### config.mk
export PLATFORM = sky130hd
export DESIGN_NAME = apb3_csr_bank
export DESIGN_NICKNAME = d
export VERILOG_FILES = /design/src/rtl/apb3_csr_bank.sv
export SDC_FILE = /design/constraint.sdc
export NUM_CORES = 1
export LEC_CHECK = 0
export ABC_AREA = 1
export CAP_MARGIN = 20
export CORE_AREA = 2 2 192 194
export DETAILED_ROUTE_END_ITERATION = 16
export DIE_AREA = 0 0 194 196
export GPL_ROUTABILITY_DRIVEN = 0
export PLACE_DENSITY = 0.76
export SYNTH_ARGS = -nofsm -noshare
export SYNTH_HDL_FRONTEND = slang
export SYNTH_SLANG_ARGS = --single-unit
export TNS_END_PERCENT = 5
### constraint.sdc
create_clock -name clk -period 2.3 [get_ports clk]
set_input_delay 0.23 -clock clk [delete_from_list [all_inputs] [get_ports clk]]
set_output_delay 0.23 -clock clk [all_outputs]
set_load 0.005 [all_outputs]
### src/rtl/apb3_csr_bank.sv
`default_nettype none
// +-----------------------------------------------------------------------------+
// | Module   : apb3_csr_bank                                                    |
// | Purpose  : APB3 control/status register bank for the inference core        |
// | Revision : 1.0 - initial release                                            |
// +-----------------------------------------------------------------------------+
module apb3_csr_bank #(
  parameter int ADDR_WIDTH  = 32,
  parameter int DATA_WIDTH  = 32,
  parameter int NUM_CFG     = 8,
  parameter int NUM_STAT    = 4,
  parameter int WAIT_STATES = 0
) (
  input  logic                           clk,
  input  logic                           rst_n,
  input  logic [ADDR_WIDTH-1:0]          PADDR,
  input  logic                           PSEL,
  input  logic                           PENABLE,
  input  logic                           PWRITE,
  input  logic [DATA_WIDTH-1:0]          PWDATA,
  output logic [DATA_WIDTH-1:0]          PRDATA,
  output logic                           PREADY,
  output logic                           PSLVERR,
  output logic [NUM_CFG*DATA_WIDTH-1:0]  cfg_o,
  input  logic [NUM_STAT*DATA_WIDTH-1:0] stat_i,
  input  logic                           busy_i,
  input  logic                           done_i,
  input  logic                           err_i,
  output logic                           start_o,
  output logic                           soft_rst_o,
  output logic                           irq_o
);

  localparam logic [9:0] C_CFG_BASE  = 10'd4;
  localparam logic [9:0] C_STAT_BASE = 10'(4 + NUM_CFG);
  localparam logic [9:0] C_END       = 10'(4 + NUM_CFG + NUM_STAT);
  localparam logic [3:0] C_WAIT      = 4'(WAIT_STATES);

  typedef enum logic [1:0] {
    S_IDLE   = 2'd0,
    S_SETUP  = 2'd1,
    S_ACCESS = 2'd2
  } state_t;

  state_t r_state, w_state, w_next;
  logic [3:0] r_wait;
  logic       w_ready, w_load, w_commit, w_viol, w_wr_ok;

  logic [DATA_WIDTH-1:0] r_cfg [NUM_CFG];
  logic r_irq_en, r_done, r_err, r_drop;
  logic r_start, r_soft, r_irq;

  logic [11:0] w_off;
  logic [9:0]  w_idx, w_cfg_sel, w_stat_sel;
  logic        w_is_ctrl, w_is_status, w_is_cfg, w_is_stat, w_map_err;
  logic [DATA_WIDTH-1:0] w_rdata;

  // The setup phase is recognised combinationally from IDLE so that a
  // zero-wait transfer completes in two bus cycles.
  always_comb begin
    w_state = r_state;
    if (r_state == S_IDLE && PSEL && !PENABLE) w_state = S_SETUP;
  end

  always_comb begin
    w_next  = w_state;
    w_ready = 1'b0;
    w_load  = 1'b0;
    case (w_state)
      S_IDLE:  w_next = S_IDLE;
      S_SETUP: begin
        w_next = S_ACCESS;
        w_load = 1'b1;
      end
      S_ACCESS: begin
        if (!PSEL) begin
          w_next = S_IDLE;
        end else if (r_wait == 4'd0) begin
          w_ready = 1'b1;
          w_next  = S_IDLE;
        end
      end
      default: w_next = S_IDLE;
    endcase
  end

  assign w_commit = w_ready & PSEL & PENABLE;
  assign w_viol   = rst_n & (w_state == S_IDLE) & PSEL & PENABLE;

  assign w_off      = PADDR[11:0];
  assign w_idx      = w_off[11:2];
  assign w_cfg_sel  = w_idx - C_CFG_BASE;
  assign w_stat_sel = w_idx - C_STAT_BASE;

  assign w_is_ctrl   = (w_idx == 10'd0);
  assign w_is_status = (w_idx == 10'd1);
  assign w_is_cfg    = (w_idx >= C_CFG_BASE) && (w_idx < C_STAT_BASE);
  assign w_is_stat   = (w_idx >= C_STAT_BASE) && (w_idx < C_END);
  assign w_map_err   = (|w_off[1:0])
                     | !(w_is_ctrl | w_is_status | w_is_cfg | w_is_stat)
                     | (PWRITE & w_is_stat);
  assign w_wr_ok     = w_commit & PWRITE & !w_map_err;

  always_comb begin
    w_rdata = '0;
    if (w_is_ctrl)   w_rdata[2]   = r_irq_en;
    if (w_is_status) w_rdata[3:0] = {r_drop, r_err, r_done, busy_i};
    for (int i = 0; i < NUM_CFG; i++) begin
      if (w_is_cfg && w_cfg_sel == 10'(i)) w_rdata = r_cfg[i];
    end
    for (int i = 0; i < NUM_STAT; i++) begin
      if (w_is_stat && w_stat_sel == 10'(i)) w_rdata = stat_i[i*DATA_WIDTH +: DATA_WIDTH];
    end
  end

  assign PRDATA  = (w_commit && !PWRITE && !w_map_err) ? w_rdata : '0;
  assign PSLVERR = (w_commit & w_map_err) | w_viol;
  assign PREADY  = w_ready | w_viol;

  always_ff @(posedge clk or negedge rst_n) begin
    if (!rst_n) begin
      r_state <= S_IDLE;
      r_wait  <= 4'd0;
    end else begin
      r_state <= w_next;
      if (w_load)
        r_wait <= C_WAIT;
      else if (w_state == S_ACCESS && r_wait != 4'd0)
        r_wait <= r_wait - 4'd1;
    end
  end

  // Later assignments win: a START refused while busy re-arms START_DROP after
  // a same-write soft reset, and core done/err pulses beat any clear.
  always_ff @(posedge clk or negedge rst_n) begin
    if (!rst_n) begin
      r_irq_en <= 1'b0;
      r_done   <= 1'b0;
      r_err    <= 1'b0;
      r_drop   <= 1'b0;
      r_start  <= 1'b0;
      r_soft   <= 1'b0;
      r_irq    <= 1'b0;
    end else begin
      r_start <= 1'b0;
      r_soft  <= 1'b0;
      if (w_wr_ok && w_is_ctrl) begin
        r_irq_en <= PWDATA[2];
        if (PWDATA[1]) begin
          r_soft <= 1'b1;
          r_done <= 1'b0;
          r_err  <= 1'b0;
          r_drop <= 1'b0;
        end
        if (PWDATA[0]) begin
          if (busy_i) r_drop  <= 1'b1;
          else        r_start <= 1'b1;
        end
      end
      if (w_wr_ok && w_is_status) begin
        if (PWDATA[1]) r_done <= 1'b0;
        if (PWDATA[2]) r_err  <= 1'b0;
        if (PWDATA[3]) r_drop <= 1'b0;
      end
      if (done_i) r_done <= 1'b1;
      if (err_i)  r_err  <= 1'b1;
      r_irq <= r_irq_en & (r_done | r_err);
    end
  end

  always_ff @(posedge clk or negedge rst_n) begin
    if (!rst_n) begin
      for (int i = 0; i < NUM_CFG; i++) r_cfg[i] <= '0;
    end else if (w_wr_ok && w_is_cfg) begin
      for (int i = 0; i < NUM_CFG; i++) begin
        if (w_cfg_sel == 10'(i)) r_cfg[i] <= PWDATA;
      end
    end
  end

  generate
    for (genvar g = 0; g < NUM_CFG; g++) begin : g_cfg_out
      assign cfg_o[g*DATA_WIDTH +: DATA_WIDTH] = r_cfg[g];
    end
    if (ADDR_WIDTH > 12) begin : g_addr_unused
      logic w_unused_addr;
      assign w_unused_addr = ^PADDR[ADDR_WIDTH-1:12];
    end
  endgenerate

  assign start_o    = r_start;
  assign soft_rst_o = r_soft;
  assign irq_o      = r_irq;

endmodule
`default_nettype wire

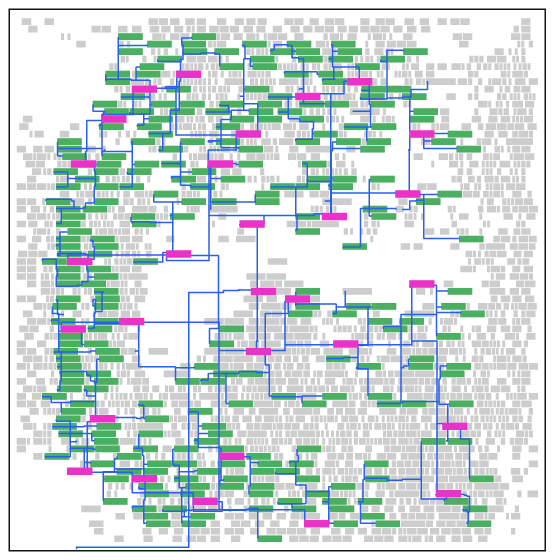
*Clock distribution, run 1*
Blue stands for clock wires, length 3,450 um. Magenta stands for clock-net drivers, count 29. Green stands for flip-flops, count 269.
There are 30 routed clock nets.
clock share of power: 48.5%
Late-Pin Clk Latency: 0.56 ns

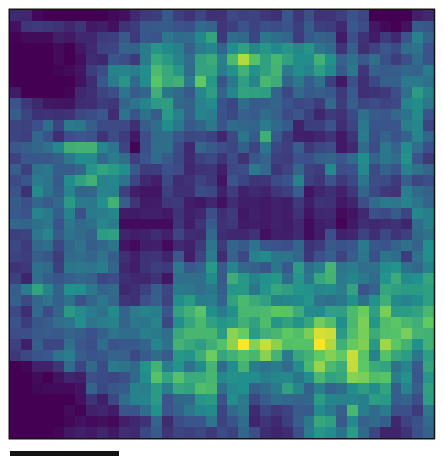
*Wire density map, run 1*
Scale bar: 50 um. 39 x 39 tiles, from dark purple (low) to yellow (high), scaled to the fullest tile. Values are wire area over tile area, all layers added.
4.5% of the tiles are nearly empty. 17% of the tiles are over half the peak. The fullest tile reaches 0.93. The densest ninth of the die: lower right.
total track usage: 33.0%
Vias: 15,900
routed len/inst: 22.6 um

==> impl_metrics.env, run 1 <==
# yosys + openroad results
export IMPL_outcome="finished, violations left"
export IMPL_violations="setup timing"
export IMPL_synth_cell_area_um2=13400
export IMPL_detailed_place_hpwl_um=47000
export IMPL_final_nets=2606
export IMPL_setup_tns_ns=-15.72
export IMPL_layout_setup_ws_ns=-0.565
export IMPL_cp_max_fo=4
export IMPL_ys_ff=269
export IMPL_die_x_um=194
export IMPL_io_pins=493
export IMPL_timing_hold_ws_ns=0.259
export IMPL_setup_viol=34
export IMPL_relSlewSlack_pct=39.5
export IMPL_period_minus_slack_ns=2.86
export IMPL_clock_path_buffers=3
export IMPL_fin_cells=2897
export IMPL_p_leak_nw=10.4
export IMPL_rsz0062_at_grt="true"
export IMPL_top_cell_area_share_pct=50.3
export IMPL_criticalPathCategory="in -> out"
export IMPL_slew_viol_final=0
export IMPL_crit_buf_inv=6
export IMPL_ys_seq_share_pct=50.3
export IMPL_layout_top_cell="nand2_1"
export IMPL_clkTransAtPathRegs_ns=0.06
export IMPL_crit_chain="buf_12 > buf_4 > nand2_2 > nand2_2 > nor2_4 > nand4_1 > nor3_4 > buf_12 > buf_8 > buf_12 > nand2_2 > nand3_1 > nand2_1 > nand4_1 > o22ai_2 > a21oi_2 > buf_2"
export IMPL_viasPerCell=5.49
export IMPL_die_area_um2=38000
export IMPL_drive_gt1_share_pct=20.9
export IMPL_initial_utilization_pct=37.1
export IMPL_yosys_cell_types_count=42
export IMPL_cts_tree="done"
export IMPL_top_cells_by_area="dfrtp_1 (50%), nand2_1 (17%), o21ai_0 (6.7%), o21ai_1 (4.5%), a21oi_1 (3.4%)"
export IMPL_remaining_drc_errors=0
export IMPL_hold_path_class="in -> reg"
export IMPL_final_hold_viol_count=0
export IMPL_num_rows=70
export IMPL_vdd_drop_max_v=0.000426
export IMPL_cap_violations=0
export IMPL_startpoint_type="input pin"
export IMPL_synthCells=1754
export IMPL_end_kind="primary output"
export IMPL_port_buffer_count=472
export IMPL_clock_skew_final_ns=0.0194
export IMPL_drt_iter0_drc=1506
export IMPL_antenna_found_initial=5
export IMPL_tightest_slew_ns=0.908
export IMPL_htree_levels=1
export IMPL_lay_top_cells="nand2_1 (570), clkdlybuf4s50_1 (427), dfrtp_1 (269), o21ai_0 (165), buf_4 (148)"
export IMPL_yosysTopAreaCell="dfrtp_1"
export IMPL_syn_area_per_cell_um2=7.62
export IMPL_grt_start_max_net_pins=159
export IMPL_synthArstFlopShare_pct=100
export IMPL_grt_pass1_vias=15400
export IMPL_die_size_y_um=196
export IMPL_overflow=0
export IMPL_postRouteAntennaNets=0
export IMPL_required_ns=2.07
export IMPL_dp_cells=2761
export IMPL_ys_area_um2=13400
export IMPL_max_stage_delay_ns=0.36
export IMPL_syn_to_final_growth_pct=68.2
export IMPL_ys_cells=1754
export IMPL_ff_type="dfrtp_1"
export IMPL_powerDensity_nw_per_um2=479
export IMPL_clock_sinks=269
export IMPL_cts_inserted_buffers=29
export IMPL_grt_pass1_wl_um=96200
export IMPL_fill_cells=2873
export IMPL_arrival_ns=2.63
export IMPL_synth_warning_count=0
export IMPL_drt_first_pass_iters=8
export IMPL_syn_nets=1958
export IMPL_synth_edff_count=0
export IMPL_tool_warnings=56
export IMPL_cp_slowest_cell="nor3_4"
export IMPL_core_area_um2=36100
export IMPL_clockRootBuffer="clkbuf_16"
export IMPL_fin_crit_sh_pct=125
export IMPL_timing_fmax_ghz=0.349
export IMPL_crit_family="simple AND/OR/NAND/NOR gates"
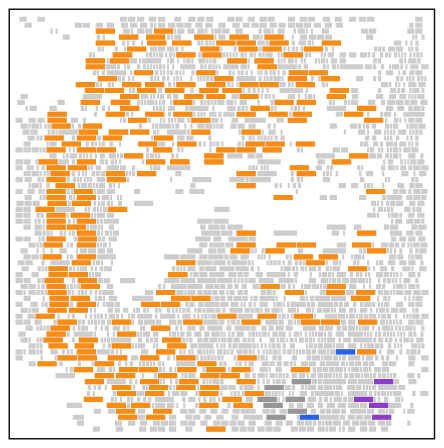
*Register map, names as in the netlist, run 1*
Other sequential cells in the stronger grey, the rest of the logic in the fainter grey.
Orange stands for `cfg_o`, placed flops 256. Blue stands for `r_state`, placed flops 2. Purple stands for `r_wait`, placed flops 4, where lower right.
Another 7 sequential cells are not coloured.
storage element area: 6730 um^2
Core Util, Final: 62.3%

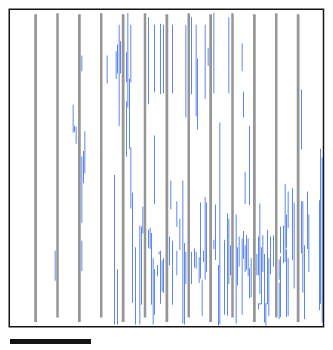
*Metal 4, run 1*
Scale bar: 50 um. Supply wires on this layer in grey.
The wires run mostly vertical. The layer carries 4,210 um of wire. The longest straight run is 125 um. 109 nets have wire on it.
wirelength, routed: 65,400 um

run 1: where the power goes:
part           internal, mW  total (mW)  switching [mW]
clock                  3.23        5.22            2.00
sequential             4.74        4.74         0.00522
combinational         0.405       0.805           0.400
total                  8.37        10.8            2.40
run 1: final cells by class:
cell class	instances	area, um^2	area share, %
Tap cell	468	586	2.60
Inverter	117	465	2.07
Multi-Input combinational cell	1278	6490	28.9
Clock inverter	16	273	1.21
Sequential cell	269	6730	29.9
Antenna cell	6	15.0	0.0667
Clock buffer	36	792	3.52
Timing Repair Buffer	707	7140	31.7
run 1: state kept, by name (all words and copies together), names as in the netlist:
signal and flops:
r_state 2, r_done 1, r_wait 4, start_o 1
soft_rst_o 1, cfg_o 256, r_irq_en 1, r_drop 1
irq_o 1, r_err 1
run 1: kinds of logic after synthesis:
| logic type | after synthesis | synth area share [%] |
|---|---|---|
| compound gates | 407 | 15.6 |
| fa+ha+maj | 4 | 0.374 |
| buf+inv | 207 | 6.33 |
| flops | 269 | 50.3 |
| simple gates | 867 | 27.3 |
run 1: metrics by stage:
step           area (um^2)  worst slack (ns)  total power [mW]
2_1_floorplan        13400             0.204              4.95
3_3_place_gp         20000             -1.22              5.50
3_5_place_dp         20000             -1.35              5.51
4_1_cts              22200            -0.482              10.8
5_1_grt              22500            -0.624              11.1
6_report             22500            -0.565              10.8
run 1: path summary, 6_finish.rpt:
kind | start | endpoint | slack, ns | depth (start not counted)
max in group asynchronous | rst_n | cfg_o[16]$_DFFE_PN0P_ | 1.17 | 3
setup reg to reg | r_wait[1]$_DFFE_PN0P_ | cfg_o[229]$_DFFE_PN0P_ | 0.03 | 14
min in group asynchronous | rst_n | cfg_o[215]$_DFFE_PN0P_ | 0.37 | 3
hold / removal | done_i | r_done$_DFF_PN0_ | 0.26 | 2
hold reg to reg | cfg_o[126]$_DFFE_PN0P_ | cfg_o[126]$_DFFE_PN0P_ | 0.51 | 2
setup / recovery | PADDR[4] | PRDATA[22] | -0.56 | 17
run 1: per-layer routing:
metal  part of all wire [%]  track usage (%)  routed length [um]
met4                    6.4             18.5                4210
met1                     38             42.2               25100
met2                     45             52.3               29700
met5                      0                0                   0
met3                    9.8             6.96                6400
run 1: cell usage after synthesis (all sizes together) (2+ instances only):
| library cell | instances |
|---|---|
| o21ai | 298 |
| a21oi | 90 |
| buf | 47 |
| nor2 | 125 |
| a21boi | 3 |
| nor4 | 3 |
| o22ai | 5 |
| ha | 4 |
| nand3 | 64 |
| inv | 115 |
| or2 | 8 |
| nand2 | 608 |
| o21bai | 2 |
| dfrtp | 269 |
| nand4 | 48 |
| clkinv | 2 |
| a221oi | 2 |
| nor3 | 9 |
| clkbuf | 43 |
run 1: timing repair:
item / CTS / global route
resized: 336 / 88
cloned: 5 / 0
endpoints found under the setup margin: 293 / 294
setup buffers: 63 / 17
hold buffers: 1 / 0
endpoints found under the hold margin: 269 / 0
pin swaps: 73 / 77
run 1: worst reg2reg max path, delay by kind of cell, from the launching register on:
family | cells | cell delay [ns]
flip-flops | 1 | 0.39
buffers and inverters | 7 | 0.80
adder cells (fa/ha/maj) | 1 | 0.13
AND-OR/OR-AND | 1 | 0.10
AND/OR/NAND/NOR | 5 | 0.70
### Placed standard cells, run 1

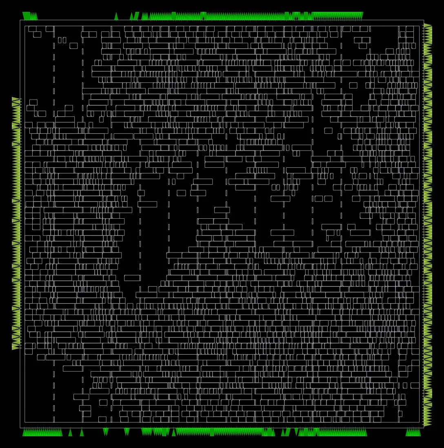

==> run 1 -> run 2 <==
--- a/config.mk
+++ b/config.mk
@@ -7,11 +7,12 @@
 export LEC_CHECK = 0
 export ABC_AREA = 1
 export CAP_MARGIN = 20
-export CORE_AREA = 2 2 192 194
+export CORE_ASPECT_RATIO = 0.7
+export CORE_MARGIN = 1.5
+export CORE_UTILIZATION = 35
 export DETAILED_ROUTE_END_ITERATION = 16
-export DIE_AREA = 0 0 194 196
 export GPL_ROUTABILITY_DRIVEN = 0
-export PLACE_DENSITY = 0.76
+export PLACE_DENSITY = 0.75
 export SYNTH_ARGS = -nofsm -noshare
 export SYNTH_HDL_FRONTEND = slang
 export SYNTH_SLANG_ARGS = --single-unit
==> constraint.sdc (replaced) <==
create_clock -name clk -period 2.5 [get_ports clk]
set_input_delay 0.25 -clock clk [delete_from_list [all_inputs] [get_ports clk]]
set_output_delay 0.25 -clock clk [all_outputs]
set_load 0.005 [all_outputs]
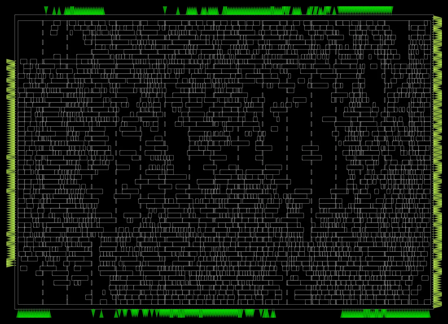
*Placed standard cells, run 2*
final std cells w/o fill: 2,918
Fillers: 3,135
sequential cell area share: 30.0%
core footprint: 37,400 um^2
Tap Count: 488

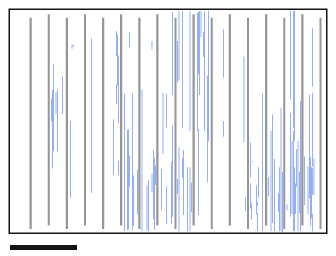
*Metal 4, run 2*
Scale bar: 50 um. Supply wires on this layer in grey.
The layer carries 4,650 um of wire. The wires run mostly vertical. 90 nets have wire on it.
wirelength, routed: 68,900 um
Vias: 16,000

==> run 2 against run 1 <==
  * First-iteration DRC count up 6.1%
  * Critical path depth up 1
  * Die size up 3.6%
  * Clock skew down 0.00079 ns
  * The flow still finishes with violations (setup timing)
  * Power down 12%
  * Combinational power down 12%
  * Synthesized cell count unchanged
  * Via count up 0.62%
==> impl_metrics.env, run 2 <==
# yosys + openroad results
export IMPL_top_cell_area_share_pct=50.3
export IMPL_drt_first_pass_iters=6
export IMPL_ys_cells=1754
export IMPL_synth_warning_count=0
export IMPL_yosys_top_cells_count="nand2_1 (600), dfrtp_1 (269), o21ai_0 (179)"
export IMPL_layout_setup_ws_ns=-0.461
export IMPL_r2r_end="cfg_o[141]$_DFFE_PN0P_"
export IMPL_cp_max_fo=10
export IMPL_die_size_y_um=167
export IMPL_grt_start_max_net_pins=146
export IMPL_clock_path_buffers=3
export IMPL_die_x_um=237
export IMPL_detailed_place_hpwl_um=49900
export IMPL_syn_area_per_cell_um2=7.62
export IMPL_drt_iter0_drc=1598
export IMPL_yosysTopAreaCell="dfrtp_1"
export IMPL_vdd_drop_max_v=0.000468
export IMPL_finalPower_mw=9.51
export IMPL_cts_tree="done"
export IMPL_postRouteAntennaNets=0
export IMPL_die_area_um2=39400
export IMPL_worstRegToRegCells=14
export IMPL_comb_area_um2=6420
export IMPL_startpoint_type="input pin"
export IMPL_relSlewSlack_pct=39.1
export IMPL_end_kind="primary output"
export IMPL_largest_register_ffs=256
export IMPL_hold_path_class="in -> reg"
export IMPL_arrival_ns=2.71
export IMPL_remaining_drc_errors=0
export IMPL_top_cells_by_area="dfrtp_1 (50%), nand2_1 (17%), o21ai_0 (6.7%), o21ai_1 (4.5%), a21oi_1 (3.4%)"
export IMPL_clockRootBuffer="clkbuf_16"
export IMPL_viasPerCell=5.48
export IMPL_timing_fmax_ghz=0.338
export IMPL_clock_sinks=269
export IMPL_place_worst_setup_slack_ns=-1.20
export IMPL_grt_pass1_vias=15400
export IMPL_synth_cell_area_um2=13400
export IMPL_fin_crit_sh_pct=118
export IMPL_r2r_start="r_wait[1]$_DFFE_PN0P_"
export IMPL_htree_levels=1
export IMPL_num_rows=59
export IMPL_layout_top_cell="nand2_1"
export IMPL_clkTransAtPathRegs_ns=0.06
export IMPL_final_nets=2593
export IMPL_yosys_cell_types_count=42
export IMPL_initial_utilization_pct=35.7
export IMPL_ys_ff=269
export IMPL_rrSetupSlack_ns=0.14
export IMPL_ys_seq_share_pct=50.3
export IMPL_syn_to_final_growth_pct=67.7
export IMPL_syn_nets=1958
export IMPL_required_ns=2.25
export IMPL_regArea_um2=6730
export IMPL_criticalPathCategory="in -> out"
export IMPL_powerDensity_nw_per_um2=424
export IMPL_rsz0062_at_grt="true"
export IMPL_overflow=0
export IMPL_wl_per_cell_um=23.6
export IMPL_ff_type="dfrtp_1"
export IMPL_outcome="finished, violations left"
export IMPL_synthCells=1754
export IMPL_tightest_slew_ns=0.914
export IMPL_synthArstFlopShare_pct=100
export IMPL_ys_area_um2=13400
export IMPL_holdPathStages=2
export IMPL_drive_gt1_share_pct=19.9
export IMPL_cts_inserted_buffers=28
export IMPL_setup_viol=32
export IMPL_p_leak_nw=10.4
export IMPL_antenna_found_initial=19
export IMPL_gr_usage_all_layers_pct=33.8
export IMPL_min_from="done_i"
export IMPL_tool_warnings=56
export IMPL_grt_pass1_wl_um=99300
export IMPL_clock_skew_final_ns=0.0186
export IMPL_worstSkewPairLatency_ns=0.58
export IMPL_io_pins=493
export IMPL_port_buffer_count=472
export IMPL_final_hold_viol_count=0
export IMPL_lay_top_cells="nand2_1 (570), clkdlybuf4s50_1 (427), dfrtp_1 (269), o21ai_0 (170), buf_4 (130)"
export IMPL_synth_edff_count=0
export IMPL_period_minus_slack_ns=2.96
export IMPL_hold_end="r_done$_DFF_PN0_"
export IMPL_cap_violations=0
export IMPL_yosysMostFrequentCell="nand2_1"
export IMPL_violations="setup timing"
export IMPL_slew_viol_final=0
==> run 2: cell counts after synthesis <==
Identical to the previous run, type by type.
==> run 2: per-stage QoR <==
step           hold slack, ns  std cells  setup TNS [ns]  area, um^2  utilization (%)
6_report                0.328       2918          -12.10       22400             59.9
5_1_grt                 0.303       2917          -15.78       22400             59.9
4_1_cts                 0.298       2887          -11.13       22100             59.1
3_5_place_dp            0.489       2776         -150.12       20100             53.6
3_3_place_gp            0.465       2776         -128.59       20100             53.6
2_1_floorplan         -0.0456       1754               0       13400                -
==> run 2: how the worst max path moves through the flow <==
stage	start	endpoint	slack (ns)
after floorplan	PADDR[6]	PRDATA[11]	0.36
after global placement	PADDR[4]	PRDATA[27]	-1.07
after detailed placement	PADDR[4]	PRDATA[27]	-1.20
after CTS	PADDR[5]	PRDATA[13]	-0.44
after global routing	PADDR[4]	PRDATA[25]	-0.59
final	PADDR[4]	PRDATA[27]	-0.46
==> run 2: power breakdown <==
| group | total (mW) | switching [mW] | internal [mW] |
|---|---|---|---|
| clock network | 4.44 | 1.89 | 2.55 |
| registers | 4.36 | 0.00550 | 4.36 |
| logic | 0.710 | 0.357 | 0.352 |
| total | 9.51 | 2.25 | 7.26 |
==> run 2: cells by family after synthesis <==
group                    after synthesis  share of synthesized area (%)
AND/OR/NAND/NOR                      867                           27.3
adder cells (fa/ha/maj)                4                          0.374
flip-flops                           269                           50.3
AND-OR/OR-AND                        407                           15.6
buffers and inverters                207                           6.33
==> run 2: what timing repair did <==
action | 4_1_cts | 5_1_grt
setup buffers | 55 | 13
gates resized | 289 | 67
endpoints found under the setup margin | 34 | 34
cloned | 5 | 2
hold buffers | 1 | 0
pin swaps | 76 | 65
hold endpoints to repair | 269 | 0
==> run 2: area by class of cell <==
| class | instances | area share (%) |
|---|---|---|
| timing repair buffer | 695 | 32.0 |
| clock buffer | 34 | 3.31 |
| multi-input combinational | 1278 | 28.6 |
| inverter | 117 | 2.05 |
| clock inverter | 17 | 1.03 |
| tap | 488 | 2.72 |
| antenna | 20 | 0.223 |
| sequential | 269 | 30.0 |
==> run 2: routing by layer <==
| metal | share of wire [%] | routed length, um | track usage [%] | up-vias |
|---|---|---|---|---|
| li1 | - | - | - | 7052 |
| met1 | 39 | 26900 | 44.1 | 7604 |
| met2 | 43 | 30000 | 51.4 | 1115 |
| met3 | 11 | 7420 | 7.86 | 217 |
| met4 | 6.7 | 4650 | 19.6 | 2 |
| met5 | 0.016 | 11 | 0 | - |
==> run 2: critical path, cell delays in order <==
cell and delay, ns:
buf_8 0.11, nor2_4 0.17, nand2_4 0.08, buf_6 0.12, o21ai_4 0.16, nand3_4 0.13, buf_6 0.15, nor2_4 0.20
buf_6 0.13, buf_6 0.10, buf_12 0.13, a21oi_1 0.07, nand3_1 0.12, nand2_1 0.08, nand4_1 0.25, o22ai_2 0.15
a21oi_2 0.17, buf_2 0.14
### Register map, names as in the netlist, run 2

Other sequential cells in the stronger grey, the rest of the logic in the fainter grey.
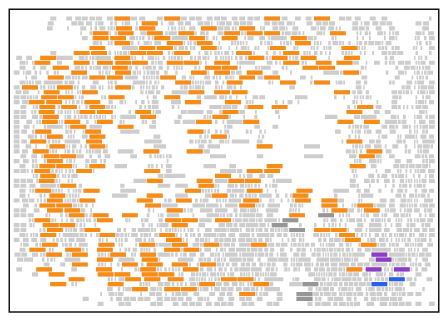

==> run 2 -> run 3 <==
--- a/config.mk
+++ b/config.mk
@@ -10,6 +10,7 @@
 export CORE_ASPECT_RATIO = 0.7
 export CORE_MARGIN = 1.5
 export CORE_UTILIZATION = 35
+export CTS_BUF_LIST = sky130_fd_sc_hd__clkbuf_16
 export DETAILED_ROUTE_END_ITERATION = 16
 export GPL_ROUTABILITY_DRIVEN = 0
 export PLACE_DENSITY = 0.75
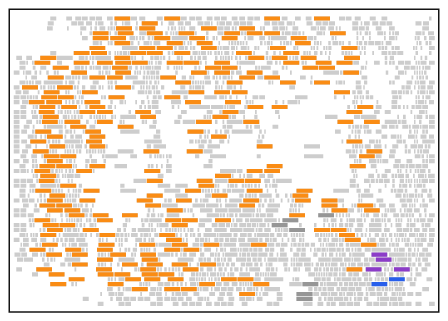
*Register map, names as in the netlist, run 3*
Other sequential cells in the stronger grey, the rest of the logic in the fainter grey.
Blue stands for `r_state`, placed flops 2. Purple stands for `r_wait`, placed flops 4, where lower right. Orange stands for `cfg_o`, placed flops 256, where spread over the die.
sequential power: 4.36 mW
sequential cell area share: 29.9%
Core Util, Final: 60.1%

==> run 3 against run 2 <==
  * The flow still finishes with violations (setup timing)
  * Highest routed layer unchanged
  * Global-route usage is 0.30 points higher
  * Sequential cell count stayed put
  * Worst hold slack worse by 0.0075 ns
  * Wire length is 0.13% higher
  * Die size stayed put
  * First-iteration DRC count is 0.63% higher
  * Critical path depth is 1 higher
  * Largest cell class unchanged
  * Clock power is 2% lower
  * Largest power group is now registers
  * Synthesized cell count stayed put
  * Count of clock-buffer cells in the layout is 6 lower
==> impl_metrics.env, run 3 <==
# yosys + openroad results
export IMPL_outcome="finished, violations left"
export IMPL_violations="setup timing"
export IMPL_clock_skew_final_ns=0.0168
export IMPL_yosys_cell_types_count=42
export IMPL_syn_area_per_cell_um2=7.62
export IMPL_synth_cell_area_um2=13400
export IMPL_yosysMostFrequentCell="nand2_1"
export IMPL_arrival_ns=2.77
export IMPL_clock_path_buffers=3
export IMPL_end_kind="primary output"
export IMPL_grt_start_max_net_pins=146
export IMPL_clock_sinks=269
export IMPL_place_worst_setup_slack_ns=-1.20
export IMPL_cts_tree="done"
export IMPL_syn_to_final_growth_pct=68.3
export IMPL_tool_warnings=54
export IMPL_setup_viol=33
export IMPL_synthArstFlopShare_pct=100
export IMPL_ys_cells=1754
export IMPL_grt_pass1_vias=15600
export IMPL_final_area_um2=22500
export IMPL_fill_cells=3132
export IMPL_rrSetupSlack_ns=0.14
export IMPL_initial_utilization_pct=35.7
export IMPL_layout_setup_ws_ns=-0.523
export IMPL_num_rows=59
export IMPL_period_minus_slack_ns=3.02
export IMPL_lay_top_cells="nand2_1 (576), clkdlybuf4s50_1 (428), dfrtp_1 (269), o21ai_0 (172), buf_4 (144)"
export IMPL_criticalPathCategory="in -> out"
export IMPL_hold_path_class="in -> reg"
export IMPL_cap_violations=0
export IMPL_dp_cells=2776
export IMPL_wl_per_cell_um=23.6
export IMPL_die_area_um2=39400
export IMPL_fin_crit_sh_pct=121
export IMPL_p_leak_nw=10.4
export IMPL_io_pins=493
export IMPL_overflow=0
export IMPL_clkTransAtPathRegs_ns=0.06
export IMPL_gr_usage_all_layers_pct=34.1
export IMPL_rsz0062_at_grt="true"
export IMPL_die_size_y_um=167
export IMPL_layout_top_cell="nand2_1"
export IMPL_core_area_um2=37400
export IMPL_required_ns=2.25
export IMPL_antenna_found_initial=21
export IMPL_cts_inserted_buffers=28
export IMPL_worstSkewPairLatency_ns=0.57
export IMPL_ys_seq_share_pct=50.3
export IMPL_drive_gt1_share_pct=19.7
export IMPL_grt_pass1_wl_um=100000
export IMPL_cp_max_fo=6
export IMPL_remaining_drc_errors=0
export IMPL_drt_first_pass_iters=6
export IMPL_largest_register_ffs=256
export IMPL_viasPerCell=5.49
export IMPL_port_buffer_count=472
export IMPL_synthCells=1754
export IMPL_top_cell_area_share_pct=50.3
export IMPL_final_hold_viol_count=0
export IMPL_htree_levels=1
export IMPL_relSlewSlack_pct=40.2
export IMPL_powerDensity_nw_per_um2=419
export IMPL_ys_ff=269
export IMPL_vdd_drop_max_v=0.000475
export IMPL_worstRegToRegCells=14
export IMPL_syn_nets=1958
export IMPL_yosys_top_cells_count="nand2_1 (600), dfrtp_1 (269), o21ai_0 (179)"
export IMPL_synth_warning_count=0
export IMPL_finalPower_mw=9.43
export IMPL_die_x_um=237
export IMPL_final_nets=2604
export IMPL_tightest_slew_ns=0.897
export IMPL_ff_type="dfrtp_1"
export IMPL_clockRootBuffer="clkbuf_16"
export IMPL_slew_viol_final=0
export IMPL_dpl_instance_area_um2=20100
export IMPL_timing_fmax_ghz=0.331
export IMPL_fin_cells=2929
export IMPL_detailed_place_hpwl_um=49900
export IMPL_holdPathStages=2
export IMPL_ys_area_um2=13400
export IMPL_synth_edff_count=0
export IMPL_top_cells_by_area="dfrtp_1 (50%), nand2_1 (17%), o21ai_0 (6.7%), o21ai_1 (4.5%), a21oi_1 (3.4%)"
export IMPL_postRouteAntennaNets=0
export IMPL_startpoint_type="input pin"
export IMPL_yosysTopAreaCell="dfrtp_1"
export IMPL_drt_iter0_drc=1608
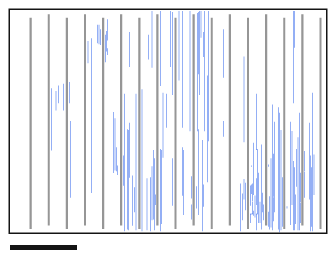
*Metal 4, run 3*
Scale bar: 50 um. Supply wires on this layer in grey.
wirelength, routed: 69,000 um
Vias: 16,100

-- run 3: cell counts after synthesis --
No cell type changed its count.
-- run 3: path summary, 6_finish.rpt --
check	start	to
max reg2reg	r_wait[1]$_DFFE_PN0P_	cfg_o[141]$_DFFE_PN0P_
min in group asynchronous	rst_n	cfg_o[209]$_DFFE_PN0P_
min reg2reg	cfg_o[104]$_DFFE_PN0P_	cfg_o[104]$_DFFE_PN0P_
min	done_i	r_done$_DFF_PN0_
max in group asynchronous	rst_n	cfg_o[124]$_DFFE_PN0P_
max	PADDR[4]	PRDATA[27]
-- run 3: power breakdown --
part / total, mW / internal [mW] / switching [mW]
clock: 4.35 / 2.47 / 1.87
sequential: 4.36 / 4.36 / 0.00531
combinational: 0.726 / 0.361 / 0.365
total: 9.43 / 7.19 / 2.24
-- run 3: layer usage --
| metal | track usage, % | vias up | share of wire [%] |
|---|---|---|---|
| li1 | - | 7079 | - |
| met1 | 44.5 | 7655 | 39 |
| met2 | 51.4 | 1080 | 43 |
| met3 | 8.11 | 251 | 11 |
| met4 | 20.4 | 2 | 7.0 |
| met5 | 0 | - | 0.017 |
-- run 3: what timing repair did --
action	CTS	global route
cloned	5	1
buffers inserted	67	12
pin swaps	85	59
endpoints found under the setup margin	34	34
hold buffers	1	0
gates resized	277	74
endpoints found under the hold margin	269	0
-- run 3: stage by stage --
stage | util, % | TNS (ns) | hold WS, ns
floorplan | - | 0 | -0.0456
global placement | 53.6 | -128.59 | 0.465
detailed placement | 53.6 | -150.12 | 0.489
CTS | 59.2 | -11.86 | 0.298
global route | 60.1 | -16.31 | 0.303
finish | 60.1 | -12.98 | 0.321
-- run 3: kinds of logic after synthesis --
kind of cell	synth area share, %
simple gates	27.3
compound gates	15.6
flops	50.3
buf+inv	6.33
fa+ha+maj	0.374
-- run 3: final cells by class --
cell class                 count  area, um^2  share of cell area [%]
inverter                     117         457                    2.03
antenna                       20        50.0                   0.222
clock buffer                  28         701                    3.11
timing repair buffer         706        7290                    32.4
sequential                   269        6730                    29.9
tap                          488         611                    2.71
clock inverter                23         253                    1.12
multi-input combinational   1278        6410                    28.5
-- run 3: worst max-delay path, cell delays in order --
cell	delay (ns)
buf_8	0.11
nor2_4	0.18
nand2_4	0.10
nand2_2	0.07
nand2_2	0.06
nor2_4	0.18
buf_12	0.14
buf_8	0.13
buf_6	0.13
nand3_4	0.06
nor2_4	0.14
buf_12	0.14
buf_8	0.12
a21oi_1	0.04
nand2_1	0.07
nand4_1	0.28
o22ai_2	0.25
a21oi_2	0.10
clkdlybuf4s15_2	0.22
No activity file was given, so power comes from the tool's default toggle rates.
